Figure 1. I/O pins on the die edge (run 1).
Drawn at 3 px/um. Pins as bars across the die edge, other pins in gray.
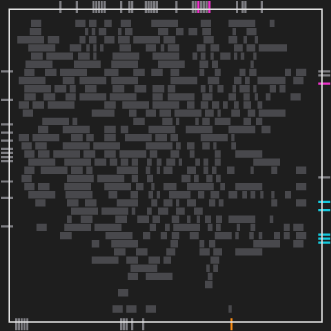
Figure 2. Track usage over the die (run 1).
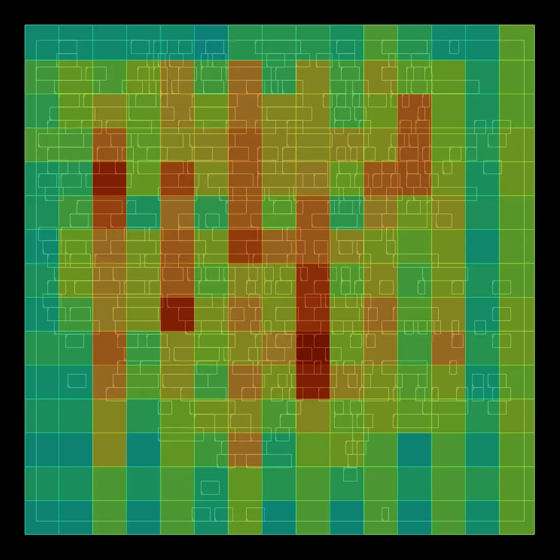
Figure 3. Register map, names as in the netlist (run 1).
Drawn at 3 px/um.
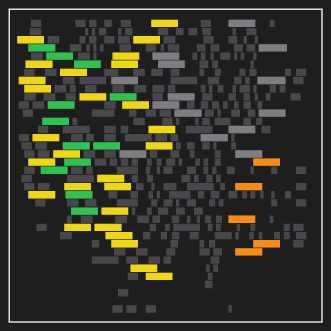
$ cat config.mk
export PLATFORM = sky130hd
export DESIGN_NAME = ctrl_fsm_multicycle
export DESIGN_NICKNAME = d
export VERILOG_FILES = /design/src/rtl/ctrl_pkg.sv /design/src/rtl/ctrl_decode.sv /design/src/rtl/ctrl_fsm_multicycle.sv
export SDC_FILE = /design/constraint.sdc
export NUM_CORES = 1
export LEC_CHECK = 0
export CAP_MARGIN = 20
export CELL_PAD_IN_SITES_DETAIL_PLACEMENT = 1
export CELL_PAD_IN_SITES_GLOBAL_PLACEMENT = 2
export CORE_MARGIN = 2
export CORE_UTILIZATION = 30
export CTS_BUF_LIST = sky130_fd_sc_hd__clkbuf_16
export DETAILED_ROUTE_END_ITERATION = 8
export PLACE_DENSITY = 0.82
export SLEW_MARGIN = 0
export SYNTH_ARGS = -nofsm -noshare
export SYNTH_HDL_FRONTEND = slang
export SYNTH_SLANG_ARGS = --single-unit
$ cat constraint.sdc
create_clock -name clk -period 2.4 [get_ports clk]
set_input_delay 0.24 -clock clk [delete_from_list [all_inputs] [get_ports clk]]
set_output_delay 0.24 -clock clk [all_outputs]
set_load 0.03 [all_outputs]
$ cat src/rtl/ctrl_pkg.sv
`default_nettype none
// +----------------------------------------------------------------------------+
// | ctrl_pkg : opcodes, FSM states and datapath select encodings for the       |
// |            multi-cycle RV32I control unit                                  |
// | Revision : 1.0                                                             |
// +----------------------------------------------------------------------------+
package ctrl_pkg;

  localparam logic [6:0] OPC_LUI    = 7'b0110111;
  localparam logic [6:0] OPC_AUIPC  = 7'b0010111;
  localparam logic [6:0] OPC_JAL    = 7'b1101111;
  localparam logic [6:0] OPC_JALR   = 7'b1100111;
  localparam logic [6:0] OPC_BRANCH = 7'b1100011;
  localparam logic [6:0] OPC_LOAD   = 7'b0000011;
  localparam logic [6:0] OPC_STORE  = 7'b0100011;
  localparam logic [6:0] OPC_OPIMM  = 7'b0010011;
  localparam logic [6:0] OPC_OP     = 7'b0110011;
  localparam logic [6:0] OPC_SYSTEM = 7'b1110011;

  typedef enum logic [2:0] {
    S_FETCH, S_DECODE, S_EXEC, S_MEM, S_WB, S_TRAP
  } state_e;

  typedef enum logic [4:0] {
    ALU_NONE, ALU_ADD, ALU_SUB, ALU_SLL, ALU_SLT, ALU_SLTU, ALU_XOR, ALU_SRL,
    ALU_SRA, ALU_OR, ALU_AND, ALU_BEQ, ALU_BNE, ALU_BLT, ALU_BGE, ALU_BLTU,
    ALU_BGEU
  } aluop_e;

  typedef enum logic [2:0] {
    REGSEL_ALU, REGSEL_IMM_U, REGSEL_GPIO_IN, REGSEL_MEM, REGSEL_PC4
  } regsel_e;

  typedef enum logic [1:0] {
    PCSEL_PC4, PCSEL_BRANCH, PCSEL_JAL, PCSEL_JALR
  } pc_sel_e;

  typedef enum logic [3:0] {
    CL_NOP, CL_ALU, CL_LUI, CL_AUIPC, CL_BRANCH, CL_JAL, CL_JALR,
    CL_LOAD, CL_STORE, CL_CSR
  } instr_class_e;

  function automatic aluop_e alu_from_f3(input logic [2:0] f3, input logic alt);
    case (f3)
      3'b000:  return alt ? ALU_SUB : ALU_ADD;
      3'b001:  return ALU_SLL;
      3'b010:  return ALU_SLT;
      3'b011:  return ALU_SLTU;
      3'b100:  return ALU_XOR;
      3'b101:  return alt ? ALU_SRA : ALU_SRL;
      3'b110:  return ALU_OR;
      default: return ALU_AND;
    endcase
  endfunction

endpackage
`default_nettype wire

$ cat src/rtl/ctrl_decode.sv
`default_nettype none
// +----------------------------------------------------------------------------+
// | ctrl_decode : combinational opcode/funct classifier (class, aluop, alusrc, |
// |               legal); illegal encodings are reported as CL_NOP             |
// | Revision    : 1.0                                                          |
// +----------------------------------------------------------------------------+
module ctrl_decode
  import ctrl_pkg::*;
(
  input  logic [6:0]   opcode,
  input  logic [2:0]   funct3,
  input  logic [6:0]   funct7,
  output instr_class_e cls,
  output aluop_e       aluop,
  output logic         alusrc,
  output logic         legal
);

  always_comb begin
    cls    = CL_NOP;
    aluop  = ALU_NONE;
    alusrc = 1'b0;
    legal  = 1'b0;
    case (opcode)
      OPC_OP: begin
        cls   = CL_ALU;
        aluop = alu_from_f3(funct3, funct7[5]);
        legal = (funct7 == 7'h00) ||
                (funct7 == 7'h20 && (funct3 == 3'b000 || funct3 == 3'b101));
      end
      OPC_OPIMM: begin
        // only the shift-right immediate uses bit 30 as an operation select
        cls    = CL_ALU;
        alusrc = 1'b1;
        aluop  = alu_from_f3(funct3, (funct3 == 3'b101) && funct7[5]);
        if (funct3 == 3'b001)      legal = (funct7 == 7'h00);
        else if (funct3 == 3'b101) legal = (funct7 == 7'h00) || (funct7 == 7'h20);
        else                       legal = 1'b1;
      end
      OPC_LUI:   begin cls = CL_LUI;   aluop = ALU_ADD; alusrc = 1'b1; legal = 1'b1; end
      OPC_AUIPC: begin cls = CL_AUIPC; aluop = ALU_ADD; alusrc = 1'b1; legal = 1'b1; end
      OPC_JAL:   begin cls = CL_JAL;   aluop = ALU_ADD; alusrc = 1'b1; legal = 1'b1; end
      OPC_JALR: begin
        cls = CL_JALR; aluop = ALU_ADD; alusrc = 1'b1; legal = (funct3 == 3'b000);
      end
      OPC_BRANCH: begin
        cls   = CL_BRANCH;
        legal = (funct3 != 3'b010) && (funct3 != 3'b011);
        case (funct3)
          3'b000:  aluop = ALU_BEQ;
          3'b001:  aluop = ALU_BNE;
          3'b100:  aluop = ALU_BLT;
          3'b101:  aluop = ALU_BGE;
          3'b110:  aluop = ALU_BLTU;
          default: aluop = ALU_BGEU;
        endcase
      end
      OPC_LOAD: begin
        cls = CL_LOAD; aluop = ALU_ADD; alusrc = 1'b1;
        legal = (funct3 != 3'b011) && (funct3 != 3'b110) && (funct3 != 3'b111);
      end
      OPC_STORE: begin
        cls = CL_STORE; aluop = ALU_ADD; alusrc = 1'b1; legal = (funct3 <= 3'b010);
      end
      OPC_SYSTEM: begin
        cls = CL_CSR; legal = (funct3 == 3'b001);
      end
      default: legal = 1'b0;
    endcase
    if (!legal) begin
      cls    = CL_NOP;
      aluop  = ALU_NONE;
      alusrc = 1'b0;
    end
  end

endmodule
`default_nettype wire

$ cat src/rtl/ctrl_fsm_multicycle.sv
`default_nettype none
// +----------------------------------------------------------------------------+
// | ctrl_fsm_multicycle : multi-cycle RV32I control FSM with csrrw-mapped GPIO |
// |   strobes. Define CTRL_TRAP_EN to trap on illegal instructions (else NOP). |
// | Revision : 1.0                                                             |
// +----------------------------------------------------------------------------+
module ctrl_fsm_multicycle
  import ctrl_pkg::*;
#(
  parameter int          NUM_GPIO      = 4,
  parameter logic [11:0] GPIO_CSR_BASE = 12'h7C0
) (
  input  logic                clk,
  input  logic                rst_n,
  input  logic [31:0]         instr,
  input  logic                imem_valid,
  input  logic                dmem_ready,
  input  logic                branch_taken,
  output logic                imem_req,
  output logic                ir_we,
  output logic                pc_we,
  output logic [1:0]          pc_sel,
  output logic                alusrc,
  output logic [4:0]          aluop,
  output logic                regwrite,
  output logic [2:0]          regsel,
  output logic                dmem_req,
  output logic                dmem_we,
  output logic [NUM_GPIO-1:0] gpio_we,
  output logic                trap
);

  state_e       state_q, state_d;
  instr_class_e cls_q, cls_d, dec_cls;
  aluop_e       aluop_q, aluop_d, dec_aluop;
  logic         alusrc_q, alusrc_d, dec_alusrc, dec_legal;
  logic         run_q, run_d;
  logic [31:0]  instr_q, instr_d;
  logic [4:0]   rd_q, rd_d;
  logic [11:0]  csr_q, csr_d;
  logic         unused_rs1;

  assign unused_rs1 = ^instr_q[19:15];

  ctrl_decode u_decode (
    .opcode (instr_q[6:0]),
    .funct3 (instr_q[14:12]),
    .funct7 (instr_q[31:25]),
    .cls    (dec_cls),
    .aluop  (dec_aluop),
    .alusrc (dec_alusrc),
    .legal  (dec_legal)
  );

  // run_q holds the FSM quiet for the first cycle after reset so every output reads 0 in reset
  assign run_d = 1'b1;

  always_comb begin
    state_d  = state_q;
    instr_d  = instr_q;
    cls_d    = cls_q;
    aluop_d  = aluop_q;
    alusrc_d = alusrc_q;
    rd_d     = rd_q;
    csr_d    = csr_q;
    case (state_q)
      S_FETCH: if (run_q && imem_valid) begin
        instr_d = instr;
        state_d = S_DECODE;
      end
      S_DECODE: begin
        cls_d    = dec_cls;
        aluop_d  = dec_aluop;
        alusrc_d = dec_alusrc;
        rd_d     = instr_q[11:7];
        csr_d    = instr_q[31:20];
`ifdef CTRL_TRAP_EN
        state_d  = dec_legal ? S_EXEC : S_TRAP;
`else
        state_d  = S_EXEC;
`endif
      end
      S_EXEC:  state_d = (cls_q == CL_LOAD || cls_q == CL_STORE) ? S_MEM : S_FETCH;
      S_MEM:   if (dmem_ready) state_d = (cls_q == CL_STORE) ? S_FETCH : S_WB;
      S_WB:    state_d = S_FETCH;
      S_TRAP:  state_d = S_TRAP;
      default: state_d = S_FETCH;
    endcase
  end

  always_ff @(posedge clk or negedge rst_n) begin
    if (!rst_n) begin
      state_q  <= S_FETCH;
      run_q    <= 1'b0;
      instr_q  <= '0;
      cls_q    <= CL_NOP;
      aluop_q  <= ALU_NONE;
      alusrc_q <= 1'b0;
      rd_q     <= '0;
      csr_q    <= '0;
    end else begin
      state_q  <= state_d;
      run_q    <= run_d;
      instr_q  <= instr_d;
      cls_q    <= cls_d;
      aluop_q  <= aluop_d;
      alusrc_q <= alusrc_d;
      rd_q     <= rd_d;
      csr_q    <= csr_d;
    end
  end

  pc_sel_e pc_sel_w;
  aluop_e  aluop_w;
  regsel_e regsel_w;
  logic    csr_strobe;
  logic    rd_nz;

  assign rd_nz = (rd_q != 5'd0);

  always_comb begin
    imem_req   = 1'b0;
    ir_we      = 1'b0;
    pc_we      = 1'b0;
    pc_sel_w   = PCSEL_PC4;
    alusrc     = 1'b0;
    aluop_w    = ALU_NONE;
    regwrite   = 1'b0;
    regsel_w   = REGSEL_ALU;
    dmem_req   = 1'b0;
    dmem_we    = 1'b0;
    csr_strobe = 1'b0;
    case (state_q)
      S_FETCH: begin
        imem_req = run_q;
        ir_we    = run_q & imem_valid;
      end
      S_EXEC: begin
        alusrc  = alusrc_q;
        aluop_w = aluop_q;
        case (cls_q)
          CL_ALU, CL_AUIPC: begin regwrite = rd_nz; pc_we = 1'b1; end
          CL_LUI: begin regwrite = rd_nz; regsel_w = REGSEL_IMM_U; pc_we = 1'b1; end
          CL_BRANCH: begin
            pc_we    = 1'b1;
            pc_sel_w = branch_taken ? PCSEL_BRANCH : PCSEL_PC4;
          end
          CL_JAL: begin
            regwrite = rd_nz; regsel_w = REGSEL_PC4; pc_we = 1'b1; pc_sel_w = PCSEL_JAL;
          end
          CL_JALR: begin
            regwrite = rd_nz; regsel_w = REGSEL_PC4; pc_we = 1'b1; pc_sel_w = PCSEL_JALR;
          end
          CL_CSR: begin
            regwrite = rd_nz; regsel_w = REGSEL_GPIO_IN; pc_we = 1'b1; csr_strobe = 1'b1;
          end
          CL_LOAD, CL_STORE: ;
          default: pc_we = 1'b1;
        endcase
      end
      S_MEM: begin
        alusrc   = alusrc_q;
        aluop_w  = aluop_q;
        dmem_req = 1'b1;
        dmem_we  = (cls_q == CL_STORE);
        pc_we    = dmem_ready & (cls_q == CL_STORE);
      end
      S_WB: begin
        regwrite = rd_nz;
        regsel_w = REGSEL_MEM;
        pc_we    = 1'b1;
      end
      default: ;
    endcase
  end

  assign pc_sel = pc_sel_w;
  assign aluop  = aluop_w;
  assign regsel = regsel_w;

  // unsigned wrap makes addresses below the base land far out of range
  logic [11:0] csr_off;
  logic        csr_hit;
  assign csr_off = csr_q - GPIO_CSR_BASE;
  assign csr_hit = csr_strobe & (csr_off < 12'(NUM_GPIO));

  for (genvar k = 0; k < NUM_GPIO; k++) begin : g_gpio
    assign gpio_we[k] = csr_hit & (csr_off == 12'(k));
  end

`ifdef CTRL_TRAP_EN
  assign trap = (state_q == S_TRAP);
`else
  assign trap = 1'b0;
`endif

endmodule
`default_nettype wire

==> impl_metrics.toml, run 1 <==
# implementation run metrics
[global_route]
grt_max_degree = 33
gr-usage-met2_pct = 26.30
gr-usage-met1_pct = 18.35
busiest_layer = "met2"
grt_first_pass_wirelength_um = 12970
grt_overflow = 0
grt_pass1_vias = 2569
grt_antenna_before_repair = 0

[synth]
postSynth.asyncResetShare_pct = 100.0
synth_seq_share_pct = 48.62
top_cell = "dfrtp_1"
syn_area_mm2 = 0.002985
adder_share_pct = 0
yosys_warnings = 0
compound_area_share_pct = 13.24
ys.flop_type = "dfrtp_1"
syn-num-nets = 315
netlist_instances = 278
simple_gate_share_pct = 17.44
yosys_area_mm2 = 0.002985
synthDistinctLibCells = 50
mux_area_share_pct = 16.60
syn_avg_cell_area_um2 = 10.74
top_logic_kind = "simple AND/OR/NAND/NOR gates"
ys_top_cells_by_count = "58 x dfrtp_1, 44 x mux2_2, 21 x nand2_1"
synthDominantCellAreaShare_pct = 48.62
ys.flops = 58
synth_stat.cells = 278
xor_share_pct = 0.5868
edf_count = 0
largest_area_cell = "dfrtp_1"
top_cells_by_area = "dfrtp_1 49%, mux2_2 17%, nand2_1 2.6%"

[worst_setup_path]
cp_top_family = "buffers and inverters"
criticalPathCategory = "flop to output port"
cp-endpoint = "dmem_we"
crit_arrival_ns = 2.08
path_depth = 4
crit_required_ns = 2.16
rrSetupSlack_ns = 0.29
reg2reg_to = "aluop_q[4]$_DFFE_PN0P_"
worstReg2RegStart = "instr_q[14]$_DFFE_PN0P_"
worst_setup_path_start_kind = "flop"
crit_chain = "nor4b_2 > buf_4 > and3_1 > clkdlybuf4s50_1"
r2r_cells = 5
crit_path_end_kind = "output port"
cp_slowest_cell = "clkdlybuf4s50_1"

[final_timing]
setup_tns_ns = 0
max-slew-margin-rel_pct = 47.40
fmax_mhz = 430.8
fin_hold_ws_ns = -0.01073
final_max_slew_viol_count = 0
finalClockSkew_ns = 0.009002
finalHoldViolations = 16
fin_crit_sh_pct = 96.73
setup_viol = 0
tightest_slew_ns = 0.7890
period_minus_slack_ns = 2.321
worst_slack_ns = 0.07860

[routing]
antenna_left = 0
drt_iter0_markers = 89
drc = 0
wl_um = 7670
vias = 2395
met2_length_um = 3952
wl_met3_um = 249
m1WireLength_um = 3317
top_layer = "met4"
dr.pass1.iters = 4

[final_layout]
syn2layout_area_growth_pct = 34.45
inv_count = 3
post-route-util_pct = 41.26
design.seq.count = 58
top_regs = "instr_q x27, csr_q x12"
sh_comb_area_pct = 36.78
comb_cells = 196
n_antenna_cell = 0
largest_reg_flops = 27
seq_share_pct = 36.22
clkbuf_count = 9
seqCellArea_mm2 = 0.001454
nNetsFinal = 374
layout_top_cells = "56 x dfrtp_1, 44 x mux2_2, 40 x clkdlybuf4s50_1, 22 x buf_4, 21 x nand2_1"
layoutNonFillerInstCount = 475
largest-register = "instr_q"
combGateArea_mm2 = 0.001476
dominant-cell-class = "multi-input combinational cells"
fillers = 1113
bufAreaShareNonClock_pct = 15.80
drive_gt1_share_pct = 27.78
final_area_mm2 = 0.004014
clock_cell_area_share_pct = 6.764
lay_top_count = "dfrtp_1"

[clock_network]
cts.sinks = 58
post_cts_resized = 10
holdBufCountCts = 0
cts_max_level = 3
cts_root_buf = "clkbuf_16"
cts_setup_buffers = 0
clk_latency_ns = 0.33
cts_tree = "built"
numCtsBuffers = 9

[power_and_ir_drop]
pwr-share-seq_pct = 41.8
p_int_mw = 2.416
p_comb_share_pct = 25.4
p_sw_mw = 1.100
switching_share_pct = 31.29
p_leak_nw = 1.651
seq_cell_power_mw = 1.47
vdd_ir_drop_max_v = 0.0004161
power_clock_mw = 1.15
power_leader = "registers"
p_per_area_mw_per_mm2 = 876.0
powerComb_uw = 892
power_mw = 3.516

[place]
dp_hpwl_um = 5459
routabilityCongestion = 0.8010
dp_cells = 458
place_ws_ns = 0.1340
placed_area_mm2 = 0.003699
port_buffers = 52

[outcome]
violations = "hold timing"
status = "finished, violations left"

[floorplan]
io_pins = 59
chipWidth_um = 103.8
fp_util_pct = 30.68
rows = 36
die_h_um = 103.8

[flow_run]
max-cap-violations = 0
tool_warnings = 31

[min_path]
min_path_type = "input pin to async pin"
Back to the opening pictures, Figure 1:
Cyan marks aluop, pins 5, direction output, edge east. Orange marks trap, pins 1, direction output, edge south. Magenta marks regsel, pins 3, direction output, edge 2 north, 1 east.

Back to the opening pictures, Figure 2:
grt met3 use: 3.398%
GRT Total Usage: 15.27%

Back to the opening pictures, Figure 3:
Orange marks aluop_q, placed flops 5. Green marks csr_q, placed flops 12. Yellow marks instr_q, placed flops 27.
Another 14 sequential cells are not colored.

Figure 4. Wiring by layer (run 1).
Drawn at 4 px/um.
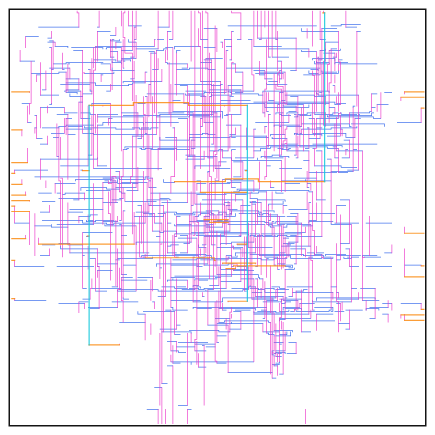

==> run 1 -> run 2 <==
Settings changed: REMOVE_ABC_BUFFERS from default to 1.
Figure 5. Wiring by layer (run 2).
Drawn at 4 px/um.
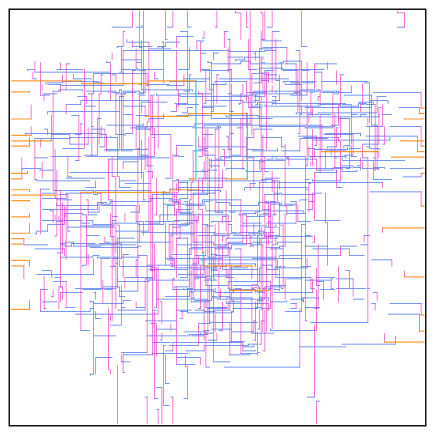
Cyan marks met4, wire length 44.2 um. Orange marks met3, wire length 279 um. Magenta marks met2, wire length 3510 um. Blue marks met1, wire length 3520 um.

==> run 2 against run 1 <==
- the run now ends clean
- first-iteration DRC count rose by 15%
- clock skew fell by 0.0027 ns
- hold slack improved by 0.49 ns
- cell count decreased by 0.21%
- sequential power about the same
- synthesized area did not move
- critical endpoint is now regsel[2]
- largest power group unchanged
- highest routed layer unchanged
==> impl_metrics.toml, run 2 <==
# implementation run metrics
[synth]
ys.flop_type = "dfrtp_1"
syn_area_mm2 = 0.002985
synth_seq_share_pct = 48.62
netlist_instances = 278
postSynth.asyncResetShare_pct = 100.0
ys_top_cells_by_count = "58 x dfrtp_1, 44 x mux2_2, 21 x nand2_1"
ys.flops = 58
simple_gate_share_pct = 17.44
top_cell = "dfrtp_1"
synthDominantCellAreaShare_pct = 48.62
synthDistinctLibCells = 50
yosys_warnings = 0
adder_share_pct = 0
compound_area_share_pct = 13.24
largest_area_cell = "dfrtp_1"

[final_layout]
drive_gt1_share_pct = 27.86
layout_top_cells = "57 x dfrtp_1, 44 x mux2_2, 38 x clkdlybuf4s50_1, 21 x nand2_1, 21 x buf_4"
clock_cell_area_share_pct = 6.739
largest_reg_flops = 27
seqCellArea_mm2 = 0.001453
sh_comb_area_pct = 36.82
seq_share_pct = 36.22
syn2layout_area_growth_pct = 34.33
combGateArea_mm2 = 0.001476
fillers = 1112
lay_top_count = "dfrtp_1"
dominant-cell-class = "multi-input combinational cells"
clkbuf_count = 9

[clock_network]
cts_tree = "built"
post_cts_resized = 8
cts_max_level = 3
holdBufCountCts = 1

[final_timing]
final_max_slew_viol_count = 0
fin_hold_ws_ns = 0.4768
setup_tns_ns = 0
fin_crit_sh_pct = 95.01
worst_slack_ns = 0.1198
finalHoldViolations = 0
finalClockSkew_ns = 0.006280

[power_and_ir_drop]
p_per_area_mw_per_mm2 = 868.7
seq_cell_power_mw = 1.49
pwr-share-seq_pct = 42.8
power_mw = 3.484

[place]
placed_area_mm2 = 0.003689
port_buffers = 52
routabilityCongestion = 0.7916
dp_hpwl_um = 5115

[global_route]
grt_antenna_before_repair = 0
gr-usage-met1_pct = 19.03
grt_overflow = 0
busiest_layer = "met2"
grt_first_pass_wirelength_um = 12310

[worst_setup_path]
cp_top_family = "simple AND/OR/NAND/NOR gates"
crit_chain = "or3b_2 > nor3_1 > dlygate4sd2_1"
crit_required_ns = 2.16
reg2reg_to = "aluop_q[2]$_DFFE_PN0P_"
path_depth = 3
crit_arrival_ns = 2.04
crit_path_end_kind = "output port"

[flow_run]
tool_warnings = 30
max-cap-violations = 0

[floorplan]
rows = 36

[routing]
drc = 0
top_layer = "met4"
vias = 2325
wl_met3_um = 279

[outcome]
status = "complete, no violations"
Power is estimated from default activity; no workload was simulated.
